`src/rtl/opb_register_bank_ppc2simulink.sv`:
```
// OPB slave bank of shadow registers that are committed atomically to user-facing active registers.
// Runs entirely on OPB_Clk; the active outputs feed user logic in the same clock domain.
module opb_register_bank_ppc2simulink #(
    parameter int                      C_OPB_AWIDTH  = 32,
    parameter int                      C_OPB_DWIDTH  = 32,
    parameter logic [C_OPB_AWIDTH-1:0] C_BASEADDR    = 32'h01000300,
    parameter logic [C_OPB_AWIDTH-1:0] C_HIGHADDR    = 32'h010003FF,
    parameter int                      C_NUM_REGS    = 4,
    parameter logic [C_OPB_DWIDTH-1:0] C_RESET_VAL   = '0,
    parameter int                      C_AUTO_COMMIT = 0,
    parameter                          C_FAMILY      = "virtex5"
) (
    input  logic                                 OPB_Clk,
    input  logic                                 OPB_Rst_n,
    input  logic [0:C_OPB_AWIDTH-1]              OPB_ABus,
    input  logic [0:C_OPB_DWIDTH/8-1]            OPB_BE,
    input  logic [0:C_OPB_DWIDTH-1]              OPB_DBus,
    input  logic                                 OPB_RNW,
    input  logic                                 OPB_select,
    input  logic                                 OPB_seqAddr,
    output logic [0:C_OPB_DWIDTH-1]              Sl_DBus,
    output logic                                 Sl_xferAck,
    output logic                                 Sl_errAck,
    output logic                                 Sl_retry,
    output logic                                 Sl_toutSup,
    output logic [C_NUM_REGS*C_OPB_DWIDTH-1:0]   user_data_out,
    output logic                                 user_update
);

    // state | meaning
    // IDLE  | waiting for a select that hits the decoded range
    // ACK   | acknowledge cycle; write/commit performed at its closing edge
    // WAIT  | transfer done, hold until OPB_select drops (one ack per select)
    typedef enum logic [1:0] {IDLE, ACK, WAIT} state_t;

    localparam int DW = C_OPB_DWIDTH;
    localparam int AW = C_OPB_AWIDTH;
    localparam int OW = AW - 2;
    localparam int NB = DW / 8;
    localparam logic [OW-1:0] CTRL_OFS = OW'(C_NUM_REGS);
    localparam bit AUTO = (C_AUTO_COMMIT != 0);

    state_t state, state_nxt;

    logic [AW-1:0] addr, addr_rel;
    logic [DW-1:0] wdata;
    logic [NB-1:0] be;
    logic [OW-1:0] ofs;
    logic          hit;

    logic [DW-1:0] shadow [C_NUM_REGS];
    logic [DW-1:0] active [C_NUM_REGS];
    logic [DW-1:0] merged [C_NUM_REGS];
    logic          pending;
    logic [15:0]   commit_count;

    logic          q_rnw;
    logic [OW-1:0] q_ofs;
    logic [NB-1:0] q_be;
    logic [DW-1:0] q_data;
    logic [DW-1:0] rd_data;
    logic [DW-1:0] rd_mux;
    logic [DW-1:0] status;

    logic                  ack, wr, commit_cmd, any_wr, commit_any;
    logic [C_NUM_REGS-1:0] wr_reg;
    logic                  unused_ok;

    assign addr     = OPB_ABus;
    assign wdata    = OPB_DBus;
    assign be       = OPB_BE;
    assign hit      = OPB_select && (addr >= C_BASEADDR) && (addr <= C_HIGHADDR);
    assign addr_rel = addr - C_BASEADDR;
    assign ofs      = addr_rel[AW-1:2];

    always_comb begin
        status               = '0;
        status[DW-1]         = pending;
        status[15:0]         = commit_count;
    end

    always_comb begin
        rd_mux = '0;
        if (ofs == CTRL_OFS) begin
            rd_mux = status;
        end
        for (int k = 0; k < C_NUM_REGS; k++) begin
            if (ofs == OW'(k)) begin
                rd_mux = shadow[k];
            end
        end
    end

    always_ff @(posedge OPB_Clk or negedge OPB_Rst_n) begin
        if (!OPB_Rst_n) begin
            state <= IDLE;
        end else begin
            state <= state_nxt;
        end
    end

    always_comb begin
        state_nxt = state;
        case (state)
            IDLE:    if (hit) state_nxt = ACK;
            ACK:     state_nxt = WAIT;
            WAIT:    if (!OPB_select) state_nxt = IDLE;
            default: state_nxt = IDLE;
        endcase
    end

    // Read data is captured together with the request so the ack cycle returns a registered value.
    always_ff @(posedge OPB_Clk or negedge OPB_Rst_n) begin
        if (!OPB_Rst_n) begin
            q_rnw   <= 1'b0;
            q_ofs   <= '0;
            q_be    <= '0;
            q_data  <= '0;
            rd_data <= '0;
        end else if (state == IDLE && hit) begin
            q_rnw   <= OPB_RNW;
            q_ofs   <= ofs;
            q_be    <= be;
            q_data  <= wdata;
            rd_data <= rd_mux;
        end
    end

    assign ack = (state == ACK);
    assign wr  = ack && !q_rnw;

    always_comb begin
        for (int k = 0; k < C_NUM_REGS; k++) begin
            merged[k] = shadow[k];
            for (int b = 0; b < NB; b++) begin
                if (q_be[b]) begin
                    merged[k][8*b +: 8] = q_data[8*b +: 8];
                end
            end
            wr_reg[k] = wr && (q_ofs == OW'(k));
        end
    end

    assign commit_cmd = wr && (q_ofs == CTRL_OFS) && q_data[0];
    assign any_wr     = |wr_reg;
    assign commit_any = commit_cmd || (AUTO && any_wr);

    always_ff @(posedge OPB_Clk or negedge OPB_Rst_n) begin
        if (!OPB_Rst_n) begin
            for (int k = 0; k < C_NUM_REGS; k++) begin
                shadow[k] <= C_RESET_VAL;
                active[k] <= C_RESET_VAL;
            end
            pending      <= 1'b0;
            commit_count <= '0;
            user_update  <= 1'b0;
        end else begin
            user_update <= commit_any;
            if (commit_any) begin
                commit_count <= commit_count + 16'd1;
            end
            if (commit_cmd) begin
                pending <= 1'b0;
            end else if (any_wr && !AUTO) begin
                pending <= 1'b1;
            end
            for (int k = 0; k < C_NUM_REGS; k++) begin
                if (wr_reg[k]) begin
                    shadow[k] <= merged[k];
                end
                // Auto-commit takes the post-write value so the active word never lags its shadow.
                if (commit_cmd) begin
                    active[k] <= shadow[k];
                end else if (AUTO && wr_reg[k]) begin
                    active[k] <= merged[k];
                end
            end
        end
    end

    always_comb begin
        user_data_out = '0;
        for (int k = 0; k < C_NUM_REGS; k++) begin
            user_data_out[k*DW +: DW] = active[k];
        end
    end

    assign Sl_xferAck = ack;
    assign Sl_DBus    = (ack && q_rnw) ? rd_data : '0;
    assign Sl_errAck  = 1'b0;
    assign Sl_retry   = 1'b0;
    assign Sl_toutSup = 1'b0;

    assign unused_ok = ^{OPB_seqAddr, addr_rel[1:0], C_FAMILY};

endmodule

```
`config.mk`:
```
export PLATFORM = sky130hd
export DESIGN_NAME = opb_register_bank_ppc2simulink
export DESIGN_NICKNAME = d
export VERILOG_FILES = /design/src/rtl/opb_register_bank_ppc2simulink.sv
export SDC_FILE = /design/constraint.sdc
export NUM_CORES = 1
export LEC_CHECK = 0
export ABC_AREA = 1
export CORE_MARGIN = 5
export CORE_UTILIZATION = 45
export CTS_CLUSTER_DIAMETER = 60
export CTS_CLUSTER_SIZE = 16
export DETAILED_ROUTE_END_ITERATION = 12
export PLACE_DENSITY = 0.68
export SYNTH_ARGS = -nofsm -noshare
export SYNTH_HDL_FRONTEND = slang
export SYNTH_SLANG_ARGS = --single-unit
```
`constraint.sdc`:
```
create_clock -name OPB_Clk -period 2.5 [get_ports OPB_Clk]
set_input_delay 0.5 -clock OPB_Clk [delete_from_list [all_inputs] [get_ports OPB_Clk]]
set_output_delay 0.5 -clock OPB_Clk [all_outputs]
set_load 0.005 [all_outputs]
```
==> images/m1.png <==
Supply wires on this layer in gray.
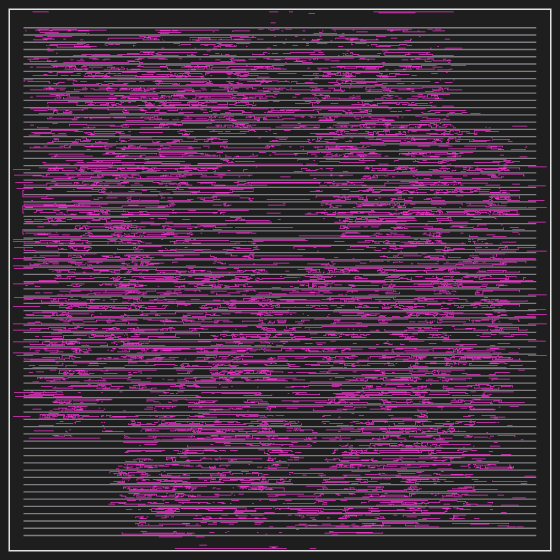
share of all routed wire = 44%
main direction = horizontal

==> images/gates.png <==
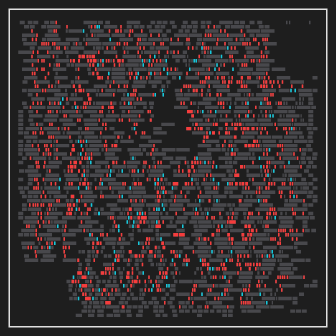
inv cells -> cyan  # cells 155, most used inv_1
nand cells -> red  # cells 963, most used nand2_1, where spread over the die

==> images/floorplan.png <==
Pins as bars on the die edge.
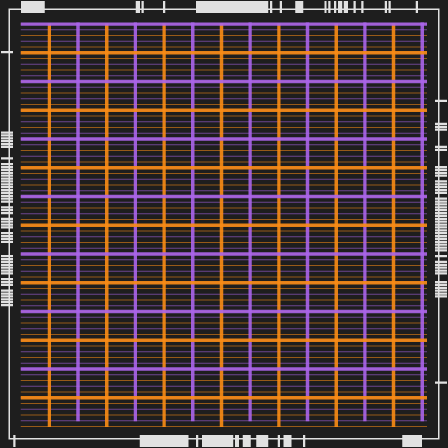
VSS -> orange
VDD -> purple
rows = 70
signal pins = 238
met4 straps = 14
met1 rails = 71

==> images/ff_map.png <==
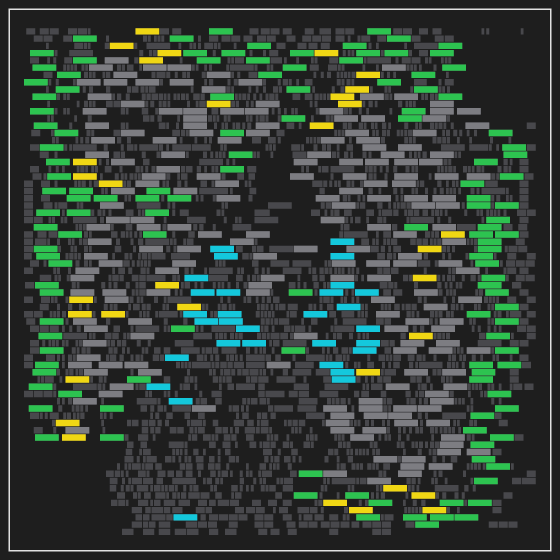
q_ofs -> cyan  # flops 30, where center
q_data -> yellow  # flops 32, where spread over the die
user_data_out -> green  # flops 128, where spread over the die

==> images/clock_nets.png <==
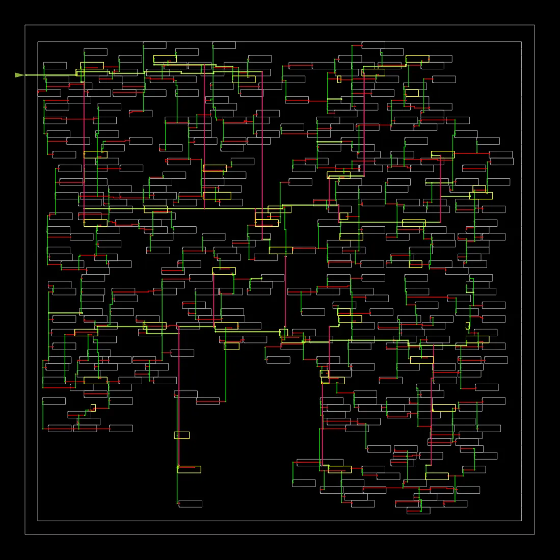
final setup skew: 21.3 ps
clk ins delay skew pair: 570 ps

==> run notes <==
From the run reports.

- The flow ran to the end, but the final reports show violations.
- The checks that failed: negative setup slack.
- The number of different library cells used by synthesis comes to 39.
- At the pin with the least slew margin, the transition time is between 600 and 700 ps.
- The tree is rooted in a sky130_fd_sc_hd__clkbuf_16.
- The endpoint required time on the critical path reads 2000 ps.
- The reported combinational group power is 0.000506 W.
- The arrival time at the worst endpoint reads 2110 ps.
- The final clock period utilization by the worst path reads 105%.
- For this run, the script counts the antenna cells in the layout as 0.
- Before any placement, the netlist area is recorded as 0.0167 mm^2.
- The floorplan core area is 0.0366 mm^2.
- The clock network consumes a total of 0.00473 W.
- Entering global routing, the biggest net connects 68 pins.
- The total number of H-tree levels is 1.
- Per the post-CTS timing run, clock transition at the registers of the reported paths is 60 ps.
- The slack of the critical path is -115 ps.
- The worst path in the final design needs a cycle of 2610 ps, including I/O delays and setup.
- For this run, the top clock speed supported by timing is 0.382 GHz.
- The combined buffer and inverter count along the critical path reads 1.
- Clock tree synthesis found a total of between 300 and 400 sinks.
- Sequential cells consume a total of between 0.006 and 0.007 W.
- The starting density of the core reads a little under half.
- The I/O pin count reads 238.
- After its last routability iteration, the placer logged a weighted congestion of 0.867.
- The stage delay of the slowest cell on the critical path reads 580 ps.
- The routed layout has 14700 vias.
- The global route total overflow is 0.
- The number of failing hold endpoints at the final stage reads 0.
- The sequential-to-total area share from yosys stat reads 56.3%.
- The combinational gate area reads roughly 0.0065 mm^2.
- The internal portion of total power reads roughly 0.0088 W.
- The clock tree buffer depth reads 3.
- The biggest fanout along the worst timing path is 6.
- Counting the warning lines in the Yosys log gives 0.
- Per report_power, the combinational group accounts for 4.5% of the total.
- Row generation in the floorplan step produced roughly 70 rows.
- The total routing resource utilization after global routing reads 23.7%.
- The final hold slack is between 300 and 400 ps.
- The area share of fa/ha/maj cells after synthesis reads 0.225%.
- The total detailed-routing wirelength is 50.0 mm.
- The number of standard cells reported by yosys is 2035.
- The worst max-slew margin expressed relative to the limit reads 57.3%.
- The number of antenna violations at the first check in global routing is 1.
- The layout cell share with drive strength beyond 1 reads 12.3%.
- The power share of the sequential group reads between 50% and 60%.
- The type of the setup path with the least slack is reg2out.
- The number of filler instances in the final layout is 3250.
- Per the run summary, max-cap violations total 0.
- The synthesis run shows multiplexers occupying 0% of the cell area.
- The via density per instance is between 5 and 6.
- The area of the die is between 0.04 and 0.05 mm^2.
- The standard cell with the maximum stage delay on the critical path is sky130_fd_sc_hd__clkdlybuf4s50_1.
- The worst ir drop on vdd reads 0.497 mV.
- After the first detailed-routing iteration, the DRC count stood at between 1000 and 1500.
- The clock network fraction of design power is 41.8%.
- The total number of warnings across the stage logs reads 30.
- The TritonCTS clock tree reads yes.
- The type of element capturing the critical path reads an output pin.
- The synthesis run identifies the leading combinational cell family as simple AND/OR/NAND/NOR gates.
- The first-pass iteration count of the detailed router reads 6.
- The script parses the final routing iteration and logs DRC violations as 0.
- The average instance area after synthesis reads 8.19 um^2.
- Summing all flip-flop and latch instances after layout gives between 0.009 and 0.01 mm^2.
- Per the OpenROAD floorplan log, the width of the die is slightly above 200 um.
- The startpoint type of the worst setup path reads a flip-flop.
- Setup repair after global routing could not meet its margin everywhere.
- The signed area change from the synthesized netlist to the final layout reads 31.9%.
- The pre-CTS setup slack is -559 ps.
- In the final design database the tool counted 2437 nets.
- The cell type group with the largest total delay on the critical path is buffers and inverters.
- The top power group is registers.
- The first global-routing pass estimated 79.3 mm of wire.
- The cell count after synthesis is about 2000.
- The via count of the first global-routing pass is 14500.
- The leakage power in the latest report is 11.2 nW.
- The detailed-placement wirelength estimate reads 35.5 mm.
- The post-synthesis simple-gate area fraction reads 29.3%.
- The areal power density over the cells reads 514 mW/mm^2.
- The number of clock buffers inserted by TritonCTS reads 31.
- Max-slew check failures listed in the final report amount to 0.
- The switching power summed over all nets is between 0.002 and 0.003 W.
- The count of state elements after synthesis is 375.
- The slack of the worst reg-to-reg path reads 210 ps.
- The signal on the critical path passes through nor2_4, nand2_4, nor2_2, clkdlybuf4s50_1.
- The post-detailed-route count of antenna-violating nets is 0.
- The switching part of the total reads 22.3%.
- The AND-OR/OR-AND share of the synthesized area is 6.92%.
- The synthesized netlist devotes 1.42% of its cell area to XOR and XNOR gates.
- The number of endpoints failing setup at the final stage reads 17.
- The number of port buffers is about 230.
- The worst min-delay path category reads in2reg.
- Yosys reports a chip area of 0.0167 mm^2.
- The height of the die is 202 um.
- Per the detail_route report, routed wire per instance is between 15 and 20 um.
## layout by cell type (no fill, tap or decap), types with 33 or more instances in the layout
master	instances
sky130_fd_sc_hd__buf_4	112
sky130_fd_sc_hd__clkbuf_16	33
sky130_fd_sc_hd__clkdlybuf4s50_1	204
sky130_fd_sc_hd__dfrtp_1	375
sky130_fd_sc_hd__inv_1	141
sky130_fd_sc_hd__nand2_1	783
sky130_fd_sc_hd__nand3_1	95
sky130_fd_sc_hd__nand4_1	41
sky130_fd_sc_hd__nor2_1	127
sky130_fd_sc_hd__nor2_2	34
sky130_fd_sc_hd__o21ai_0	173
## timing repair
action,4_1_cts,5_1_grt
buffers inserted,3,6
hold endpoints to repair,51,0
pin swaps,1,20
resized,21,76
hold buffers,1,0
gates cloned,0,3
endpoints found under the setup margin,32,125
## registers in the layout, indices dropped and copies added, names as in the netlist
signal / count
commit_count: 16
pending: 1
q_be: 4
q_data: 32
q_ofs: 30
q_rnw: 1
rd_data: 32
shadow: 128
state: 2
user_data_out: 128
user_update: 1
## Yosys cell counts (all sizes together)
cell	n	area, um^2
nor2	176	764
conb	1	3.75
inv	154	578
o21ai	186	931
xnor2	10	87.6
nor3	14	96.4
or2	2	12.5
clkinv	1	3.75
a211oi	1	7.51
nand3	100	510
ha	3	37.5
xor2	17	149
buf	23	129
o211ai	15	113
nand4	42	269
nand3b	19	143
clkbuf	68	255
nor4	5	58.8
a22oi	1	7.51
nand2	802	3030
and3	1	6.26
dfrtp	375	9380
a21oi	19	95.1
## logic make-up (layout without fill, tap and decap cells)
family / count (synthesis) / after routing
and+or+nand+nor: 1161 / 1161
DFF: 375 / 375
buffers and inverters: 246 / 583
AOI/OAI and AO/OA: 222 / 222
xor gates and xnor gates: 27 / 27
adders and majority gates: 3 / 3
other: 1 / 3
## worst min-delay path, delay by kind of cell
family	cells	cell delay, ps
buf+inv	2	250
compound gates	1	80
## path summary, 6_finish.rpt
path	start	end	depth (start not counted)
worst max-delay path	state[1]	Sl_DBus[1]	4
worst min-delay path	OPB_ABus[23]	q_ofs[6]	3
worst max register to register	state[1]	commit_count[15]	17
worst min register to register	user_data_out[61]	user_data_out[61]	2
max in group asynchronous	OPB_Rst_n	shadow[93]	3
min in group asynchronous	OPB_Rst_n	user_data_out[98]	2
## final cells by class
class                      count  share of cell area, %
timing repair buffer         382                   17.9
sequential                   375                   42.7
tap                          468                   2.66
clock buffer                  37                   3.81
multi-input combinational   1416                   29.7
clock inverter                 9                  0.541
inverter                     155                   2.65
## per-stage QoR
stage	power, W	util, %	instance area, um^2	TNS [ps]	cells
2_1_floorplan	0.00630	-	16700	0	2037
3_3_place_gp	0.00669	56.4	20600	-21120	2783
3_5_place_dp	0.00669	56.4	20600	-21270	2783
4_1_cts	0.0114	59.1	21700	-2360	2833
5_1_grt	0.0117	60.1	22000	-2330	2842
6_report	0.0113	60.1	22000	-991	2842
## routing by layer
| metal | GRT usage [%] | up-vias | part of all wire (%) |
|---|---|---|---|
| met5 | 0 | - | 0.040 |
| met4 | 5.07 | 2 | 2.0 |
| met3 | 2.70 | 70 | 5.4 |
| met2 | 39.7 | 444 | 48 |
| met1 | 33.7 | 7087 | 44 |
| li1 | - | 7061 | - |
Power and IR drop assume default switching activity.
